[src/rtl/fwd_sel_ctrl.sv]
// Operand-forwarding select generator and load-use stall controller for the
// 6-stage pipeline: tracks EX/MEM/WB destinations and registers EX bypass selects.
module fwd_sel_ctrl #(
  parameter int REG_AW = 5,
  parameter int CNT_W  = 16
) (
  input  logic              clk,
  input  logic              rst,
  input  logic              rr_valid,
  input  logic [REG_AW-1:0] rr_rs1,
  input  logic [REG_AW-1:0] rr_rs2,
  input  logic [REG_AW-1:0] rr_rd,
  input  logic              rr_we,
  input  logic              rr_is_load,
  input  logic              hold,
  input  logic              flush,
  output logic              stall,
  output logic              fwd_a_mem,
  output logic              fwd_a_wb,
  output logic              fwd_a_late,
  output logic              fwd_b_mem,
  output logic              fwd_b_wb,
  output logic              fwd_b_late,
  output logic [CNT_W-1:0]  stall_cnt
);

  typedef struct packed {
    logic              valid;
    logic [REG_AW-1:0] rd;
    logic              we;
    logic              is_load;
  } trk_t;

  localparam logic [REG_AW-1:0] REG_ZERO = {REG_AW{1'b0}};
  localparam trk_t TRK_EMPTY = '{valid: 1'b0, rd: {REG_AW{1'b0}}, we: 1'b0, is_load: 1'b0};
  localparam logic [CNT_W-1:0] CNT_MAX = {CNT_W{1'b1}};
  localparam logic [CNT_W-1:0] CNT_ONE = {{(CNT_W-1){1'b0}}, 1'b1};

  trk_t             ex_q, ex_d;
  trk_t             mem_q, mem_d;
  trk_t             wb_q, wb_d;
  logic [2:0]       sel_a_q, sel_a_d;  // {mem, wb, late}
  logic [2:0]       sel_b_q, sel_b_d;
  logic [CNT_W-1:0] stall_cnt_q, stall_cnt_d;
  logic             stall_c;
  logic             issue_c;
  trk_t             rr_entry_c;
  logic             unused_c;

  function automatic logic writes_reg(input trk_t e, input logic [REG_AW-1:0] r);
    return e.valid & e.we & (e.rd == r) & (r != REG_ZERO);
  endfunction

  // Youngest in-flight writer wins; at most one select is ever set.
  function automatic logic [2:0] bypass_sel(input logic [REG_AW-1:0] s,
                                            input trk_t ex_e,
                                            input trk_t mem_e,
                                            input trk_t wb_e);
    logic [2:0] sel;
    if (writes_reg(ex_e, s)) begin
      sel = 3'b100;
    end else if (writes_reg(mem_e, s)) begin
      sel = 3'b010;
    end else if (writes_reg(wb_e, s)) begin
      sel = 3'b001;
    end else begin
      sel = 3'b000;
    end
    return sel;
  endfunction

  // Load-use detection against the instruction currently in EX.
  always_comb begin
    stall_c = 1'b0;
    if (!flush && rr_valid && ex_q.is_load &&
        (writes_reg(ex_q, rr_rs1) || writes_reg(ex_q, rr_rs2))) begin
      stall_c = 1'b1;
    end else begin
      stall_c = 1'b0;
    end
  end

  assign issue_c    = rr_valid & ~stall_c & ~flush;
  assign rr_entry_c = '{valid: 1'b1, rd: rr_rd, we: rr_we, is_load: rr_is_load};
  assign unused_c   = wb_q.is_load;

  // Tracker shift and select generation; a flush also kills the EX
  // instruction, so it never reaches MEM and cannot be forwarded later.
  always_comb begin
    ex_d    = ex_q;
    mem_d   = mem_q;
    wb_d    = wb_q;
    sel_a_d = sel_a_q;
    sel_b_d = sel_b_q;
    if (!hold) begin
      wb_d = mem_q;
      if (flush) begin
        mem_d   = TRK_EMPTY;
        ex_d    = TRK_EMPTY;
        sel_a_d = 3'b000;
        sel_b_d = 3'b000;
      end else begin
        mem_d = ex_q;
        if (issue_c) begin
          ex_d    = rr_entry_c;
          sel_a_d = bypass_sel(rr_rs1, ex_q, mem_q, wb_q);
          sel_b_d = bypass_sel(rr_rs2, ex_q, mem_q, wb_q);
        end else begin
          ex_d    = TRK_EMPTY;
          sel_a_d = 3'b000;
          sel_b_d = 3'b000;
        end
      end
    end else begin
      ex_d    = ex_q;
      mem_d   = mem_q;
      wb_d    = wb_q;
      sel_a_d = sel_a_q;
      sel_b_d = sel_b_q;
    end
  end

  // Saturating count of stall cycles that actually cost an edge.
  always_comb begin
    stall_cnt_d = stall_cnt_q;
    if (stall_c && !hold && (stall_cnt_q != CNT_MAX)) begin
      stall_cnt_d = stall_cnt_q + CNT_ONE;
    end else begin
      stall_cnt_d = stall_cnt_q;
    end
  end

  // State registers.
  always_ff @(posedge clk or posedge rst) begin
    if (rst) begin
      ex_q        <= TRK_EMPTY;
      mem_q       <= TRK_EMPTY;
      wb_q        <= TRK_EMPTY;
      sel_a_q     <= 3'b000;
      sel_b_q     <= 3'b000;
      stall_cnt_q <= {CNT_W{1'b0}};
    end else begin
      ex_q        <= ex_d;
      mem_q       <= mem_d;
      wb_q        <= wb_d;
      sel_a_q     <= sel_a_d;
      sel_b_q     <= sel_b_d;
      stall_cnt_q <= stall_cnt_d;
    end
  end

  assign stall      = stall_c;
  assign fwd_a_mem  = sel_a_q[2];
  assign fwd_a_wb   = sel_a_q[1];
  assign fwd_a_late = sel_a_q[0];
  assign fwd_b_mem  = sel_b_q[2];
  assign fwd_b_wb   = sel_b_q[1];
  assign fwd_b_late = sel_b_q[0];
  assign stall_cnt  = stall_cnt_q;

endmodule

[config.mk]
export PLATFORM = sky130hd
export DESIGN_NAME = fwd_sel_ctrl
export DESIGN_NICKNAME = d
export VERILOG_FILES = /design/src/rtl/fwd_sel_ctrl.sv
export SDC_FILE = /design/constraint.sdc
export NUM_CORES = 1
export LEC_CHECK = 0
export CAP_MARGIN = 20
export CORE_MARGIN = 2
export CORE_UTILIZATION = 49
export DETAILED_ROUTE_END_ITERATION = 8
export PLACE_DENSITY = 0.8
export SETUP_SLACK_MARGIN = 0.3
export SKIP_LAST_GASP = 1
export SLEW_MARGIN = 20
export SYNTH_ARGS = -nofsm -noshare
export SYNTH_HDL_FRONTEND = slang
export SYNTH_SLANG_ARGS = --single-unit
[constraint.sdc]
create_clock -name clk -period 3.2 [get_ports clk]
set_clock_uncertainty 0.15 [all_clocks]
set_input_delay 0.48 -clock clk [delete_from_list [all_inputs] [get_ports clk]]
set_output_delay 0.48 -clock clk [all_outputs]
set_load 0.05 [all_outputs]
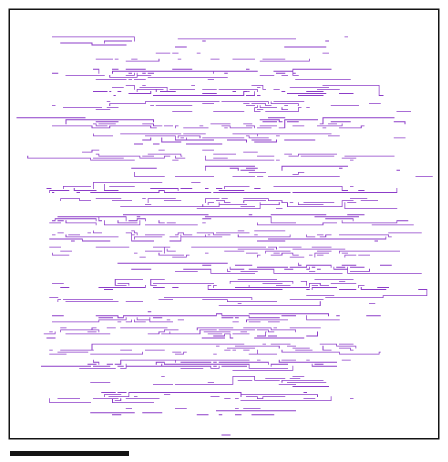
Figure 1: the metal 1 layer.
Bar = 20 um.
- nets with wire on the layer: 244
- wire length on this layer: 2430 um
- share of all routed wire: 49%
- longest straight run: 25.5 um

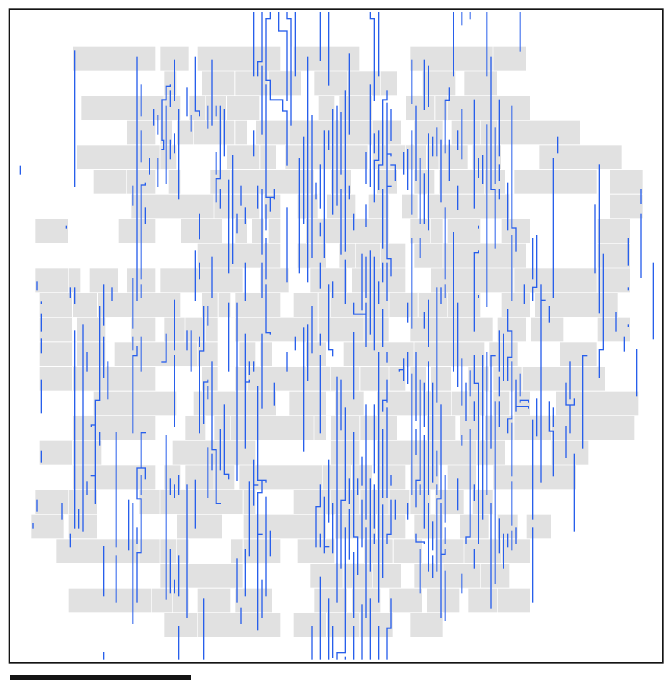
Figure 2: met2 routing.
Bar = 20 um.
- share of all routed wire: 46%
- main direction: vertical

==> impl_metrics.yaml <==
# synthesis and place-and-route metrics
run_status:
  status: "finished, final reports clean"
routing:
  drt_first_pass_iters: 4
  vias: 1692
  highest_layer: "met4"
place:
  dpl.hpwl_um: 3692
  io_buffers: 44
final_layout:
  layout-drive-gt1-share_pct: 10.98
  nFillCells: 344
  largest_register_ffs: 16
  num-nonclk-buffers: 48
  fin_nets: 277
  sh_seq_area_pct: 37.90
  layout.cells.non_filler: 307
  nonClkBufAreaFrac_pct: 16.62
  largestClassByArea: "logic gates"
power_and_ir_drop:
  p_sw_uw: 262.8
  clk-power_uw: 417
  power_sequential_uw: 591
  combPwrFrac_pct: 10.8
  power_leakage_uw: 0.001216
  p_total_uw: 1130
  p_clk_share_pct: 36.9
  switching_share_pct: 23.26
  intPower_uw: 867.2
grt:
  met1_usage_pct: 29.90
  grt_pass1_vias: 1692
  grt_pass1_wl_um: 8335
  grt_max_degree: 45
  grt.busiest_layer: "met2"
synth:
  edf_count: 0
  ys_sh_adder_pct: 0.5519
  ys_sh_simple_pct: 18.82
  synth_warnings: 0
  syn-cell-area_um2: 2267
critical_path:
  path_max_fanout: 5
  worstPathCellList: "clkdlybuf4s50_1 > or4_4 > nor2_4 > nor4_4 > o21ba_2 > buf_12"
  crit_type: "input port to output port"
  crit_cells: 6
  r2r_setup_slack_ns: 0.94
  crit_start: "rr_rs2[1]"
floorplanning:
  taps: 52
flow_run:
  cap_violations: 0
sta:
  setup_violations: 0
  setup_tns_ns: 0
  setup_ws_ns: 0.3473
cts:
  clk_path_buf_depth: 2
  clk_latency_ns: 0.29
worst_hold_path:
  min_from: "stall_cnt[14]"
  hold_depth: 1
## placed cells by master, fill, tap and decap left out
cell / n
buf_4: 4
nor2_4: 3
nand3_1: 10
or4_4: 2
clkbuf_1: 1
inv_1: 5
nor4_1: 7
o21ba_2: 1
nor3b_1: 1
bufinv_16: 1
nor3_1: 10
xor2_1: 13
nor4_4: 2
ha_1: 1
nand4_1: 11
clkbuf_8: 5
a22o_1: 13
a21o_1: 1
xnor2_1: 32
dlymetal6s2s_1: 1
nand2b_1: 8
nor2_1: 4
o21ai_0: 7
a211oi_1: 2
mux2_2: 7
buf_12: 1
clkdlybuf4s50_1: 42
nor2b_1: 1
dfrtp_1: 44
clkinv_2: 1
nand2_1: 12
mux2_1: 1
o21ai_4: 1
